Figure 1. Gate-type map.
Scale: 2 px per µm.
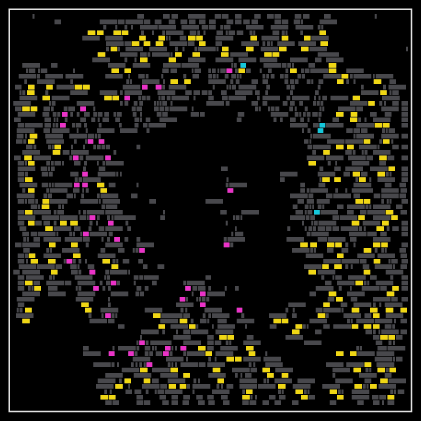
Figure 2. Metal 1.
Scale: 2 px per µm. Supply wires on this layer in grey.
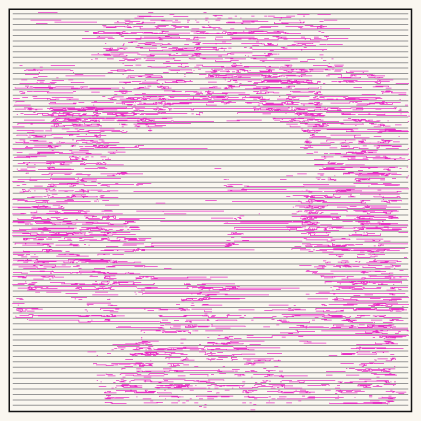
### src/rtl/riscv_fetch_stage.sv
// riscv_fetch_stage: RV64 fetch with PC, imem request channel, redirects and a one-entry skid; FETCH_MISALIGN_TRAP_EN enables the misaligned-redirect trap
module riscv_fetch_stage #(
  parameter int XLEN = 64,
  parameter logic [XLEN-1:0] RESET_PC = '0
) (
  input  logic            clk,
  input  logic            rst,
  output logic            imem_req_valid,
  input  logic            imem_req_ready,
  output logic [XLEN-1:0] imem_req_addr,
  input  logic            imem_resp_valid,
  input  logic [31:0]     imem_resp_data,
  input  logic            branch_taken,
  input  logic [XLEN-1:0] branch_target,
  input  logic            stall,
  output logic            inst_valid,
  output logic [31:0]     inst,
  output logic [XLEN-1:0] inst_pc,
  output logic [6:0]      opc,
  output logic            fetch_fault
);
  typedef enum logic [1:0] {REQ, WAIT, HOLD, FAULT} stateT;
  stateT state, nextState;
  logic [XLEN-1:0] pc, skidPc, target;
  logic [31:0] skidInst;
  logic drop, reqFire, redirect, misalign, respAccept, outFree, holdRelease;
  assign redirect    = branch_taken && state != FAULT;
  assign reqFire     = imem_req_valid && imem_req_ready;
  assign respAccept  = state == WAIT && imem_resp_valid && !drop;
  assign outFree     = !inst_valid || !stall;
  assign holdRelease = state == HOLD && !stall;
  assign opc         = inst[6:0];
`ifdef FETCH_MISALIGN_TRAP_EN
  logic faultReg;
  assign target      = branch_target;
  assign misalign    = redirect && |branch_target[1:0];
  assign fetch_fault = faultReg;
  // sticky trap flag, cleared only by reset
  always_ff @(posedge clk or posedge rst)
    if (rst) faultReg <= 1'b0;
    else if (misalign) faultReg <= 1'b1;
`else
  assign target      = branch_target & ~{{(XLEN-2){1'b0}}, 2'b11};
  assign misalign    = 1'b0;
  assign fetch_fault = 1'b0;
`endif
  // state register
  always_ff @(posedge clk or posedge rst)
    if (rst) state <= REQ;
    else state <= nextState;
  // next state: redirect beats everything, FAULT is absorbing
  always_comb begin
    nextState = state;
    if (state == FAULT || misalign) nextState = FAULT;
    else if (redirect) nextState = ((state == REQ && reqFire) || (state == WAIT && !imem_resp_valid)) ? WAIT : REQ;
    else nextState = state == REQ  ? (reqFire ? WAIT : REQ) :
                     state == WAIT ? (!imem_resp_valid ? WAIT : (drop || outFree) ? REQ : HOLD) :
                     (stall ? HOLD : REQ);
  end
  // request outputs: no fetch while the presented word is stalled
  always_comb begin
    imem_req_valid = !rst && state == REQ && !(inst_valid && stall);
    imem_req_addr  = pc;
  end
  // pc advances on an accepted response; drop marks an orphaned outstanding request
  always_ff @(posedge clk or posedge rst)
    if (rst) begin
      pc   <= RESET_PC;
      drop <= 1'b0;
    end else begin
      pc   <= redirect ? target : respAccept ? pc + XLEN'(4) : pc;
      drop <= redirect ? ((state == REQ && reqFire) || (state == WAIT && !imem_resp_valid)) :
              (state == WAIT && imem_resp_valid) ? 1'b0 : drop;
    end
  // skid captures a response that arrives while the output is stalled
  always_ff @(posedge clk or posedge rst)
    if (rst) begin
      skidInst <= '0;
      skidPc   <= '0;
    end else if (respAccept && !outFree && !branch_taken) begin
      skidInst <= imem_resp_data;
      skidPc   <= pc;
    end
  // output registers: load from response or skid, clear on consume or redirect
  always_ff @(posedge clk or posedge rst)
    if (rst) begin
      inst_valid <= 1'b0;
      inst       <= '0;
      inst_pc    <= '0;
    end else if (redirect) inst_valid <= 1'b0;
    else if (respAccept && outFree) begin
      inst_valid <= 1'b1;
      inst       <= imem_resp_data;
      inst_pc    <= pc;
    end else if (holdRelease) begin
      inst_valid <= 1'b1;
      inst       <= skidInst;
      inst_pc    <= skidPc;
    end else if (!stall) inst_valid <= 1'b0;
endmodule

### config.mk
export PLATFORM = sky130hd
export DESIGN_NAME = riscv_fetch_stage
export DESIGN_NICKNAME = d
export VERILOG_FILES = /design/src/rtl/riscv_fetch_stage.sv
export SDC_FILE = /design/constraint.sdc
export NUM_CORES = 1
export LEC_CHECK = 0
export CORE_UTILIZATION = 30
export CTS_CLUSTER_DIAMETER = 100
export DETAILED_ROUTE_END_ITERATION = 6
export HOLD_SLACK_MARGIN = 0.15
export SYNTH_ARGS = -nofsm -noshare
export SYNTH_HDL_FRONTEND = slang
export SYNTH_SLANG_ARGS = --single-unit
### constraint.sdc
create_clock -name clk -period 9.4 [get_ports clk]
set_input_delay 1.41 -clock clk [delete_from_list [all_inputs] [get_ports clk]]
set_output_delay 1.41 -clock clk [all_outputs]
set_load 0.005 [all_outputs]
==> results.sh <==
# implementation run metrics
export IMPL_cts_made_buffers=30
export IMPL_worst_path_dominant_cell_family="buffers and inverters"
export IMPL_first_global_vias=9056
export IMPL_comb_cells=756
export IMPL_seq_share_pct=39.9
export IMPL_top_area_cell="dfrtp_1"
export IMPL_drc=0
export IMPL_grtUsageMet1_pct=22.9
export IMPL_ff_type="dfrtp_1"
export IMPL_dp_slack_ns=4.50
export IMPL_ant_nets=0
export IMPL_routedWlPerCell_um=18.0
export IMPL_dp_cells=1815
export IMPL_power_density_nw_per_um2=202
export IMPL_grt_max_degree=128
export IMPL_nClkBuffers=38
export IMPL_pg_seq_mw=1.38
export IMPL_critPathMaxStageDelay_ns=0.71
export IMPL_die_width_um=200
export IMPL_grt_use_met2_pct=26.4
export IMPL_max_cap_violations=0
export IMPL_rsz0062_at_grt="false"
export IMPL_p_leak_nw=7.11
export IMPL_top_area_share_pct=53.8
export IMPL_routed_via_count=9069
export IMPL_path_depth=3
export IMPL_cts_htree_levels=1
export IMPL_irDropWorstVdd_uv=132
export IMPL_yosys_warnings=0
export IMPL_powerClk_mw=1.25
export IMPL_ff_count=254
export IMPL_clockBufferDepth=3
export IMPL_io_buffers=264
export IMPL_warning_count=31
export IMPL_seq_power_share_pct=42.8
export IMPL_clkSlewWorstSetupHoldPaths_ns=0.06
export IMPL_edf_count=0
export IMPL_n_all_buffers=278
export IMPL_setup_viol=0
export IMPL_first_pass_iters=7
export IMPL_met3_length_mm=2.30
export IMPL_place_area_um2=14900
export IMPL_relSlewSlack_pct=25.7
export IMPL_gr_total_overflow=0
export IMPL_setup_ws_ns=4.72
export IMPL_root_buffer="clkbuf_16"
export IMPL_fp_dieH_um=200
export IMPL_outcome="completed"
export IMPL_fp_row_count=72
export IMPL_wl_met1_mm=15.6
export IMPL_cp_common_cell="clkdlybuf4s50_1"
export IMPL_via_per_inst=4.84
export IMPL_p_switching_uw=846
export IMPL_grt_util_met3_pct=4.95
export IMPL_synth_cell_types=51
export IMPL_wl_met2_mm=15.3
export IMPL_n_antenna_cell=1
export IMPL_syn_mean_instance_area_um2=10.7
export IMPL_critical_path_startpoint="stall"
export IMPL_top_cell="dfrtp_1"
export IMPL_ff2ff_path_depth=5
export IMPL_antenna_found_initial=2
export IMPL_track_usage_pct=16.7
export IMPL_crit_arrival_ns=3.27
export IMPL_clock_skew_ns=0.0193
export IMPL_drive_gt1_share_pct=12.8
export IMPL_cts_tree="built"
export IMPL_share_comb_of_total_power_pct=18.3
export IMPL_area_share_clock_buf_inv_pct=6.72
-- Figure 1 (at the start) --
[multiplexers] yellow | cells: 190 | most used: mux2i_1 | where: spread over the die
[AND-OR and OR-AND gates] cyan | cells: 4 | most used: a211o_1
[XOR/XNOR gates] magenta | cells: 38 | most used: xnor2_1

-- Figure 2 (at the start) --
longest straight run: 94.3 µm
share of all routed wire: 46%

## cell usage in the layout (no fill, tap or decap), types with 5 or more instances in the layout
cell type        instances
a21oi_1                  8
a31oi_1                 15
and2_1                   5
and3_1                   5
buf_4                   14
bufinv_16                5
clkbuf_16               30
clkbuf_8                 5
clkdlybuf4s50_1        264
clkinv_2                 8
conb_1                   5
dfrtp_1                254
inv_1                    8
mux2_2                  94
mux2i_1                 96
nand2_1                169
nand3_1                 27
nand4_1                 23
nor2_1                  29
nor3_1                  14
nor4_1                  14
nor4b_1                  5
o211ai_1                 6
o21ai_0                140
or3_1                    9
or4_1                    9
xnor2_1                 23
xor2_1                  15
## worst min path at each step
stage                                    start                   end  slack, ns  cells after the start
final                     inst[23]$_DFFE_PP0P_  inst[23]$_DFFE_PP0P_       0.48                      2
after global routing      inst[24]$_DFFE_PP0P_  inst[24]$_DFFE_PP0P_       0.50                      2
after CTS                 inst[23]$_DFFE_PP0P_  inst[23]$_DFFE_PP0P_       0.48                      2
after detailed placement  inst[23]$_DFFE_PP0P_  inst[23]$_DFFE_PP0P_       0.47                      2
after global placement     inst[8]$_DFFE_PP0P_   inst[8]$_DFFE_PP0P_       0.46                      2
after floorplan           inst[10]$_DFFE_PP0P_  inst[10]$_DFFE_PP0P_       0.47                      2
## cell families (layout without fill, tap and decap cells)
| family | count (synthesis) | count (layout) | synth area share (%) |
|---|---|---|---|
| flip-flops | 254 | 254 | 53.8 |
| AND-OR/OR-AND | 186 | 186 | 8.61 |
| XOR/XNOR | 38 | 38 | 2.82 |
| AND/OR/NAND/NOR | 336 | 336 | 13.8 |
| adder cells (fa/ha/maj) | 1 | 1 | 0.106 |
| buffers and inverters | 100 | 343 | 3.69 |
| multiplexers | 190 | 190 | 17.1 |
| other | 1 | 6 | 0.0318 |
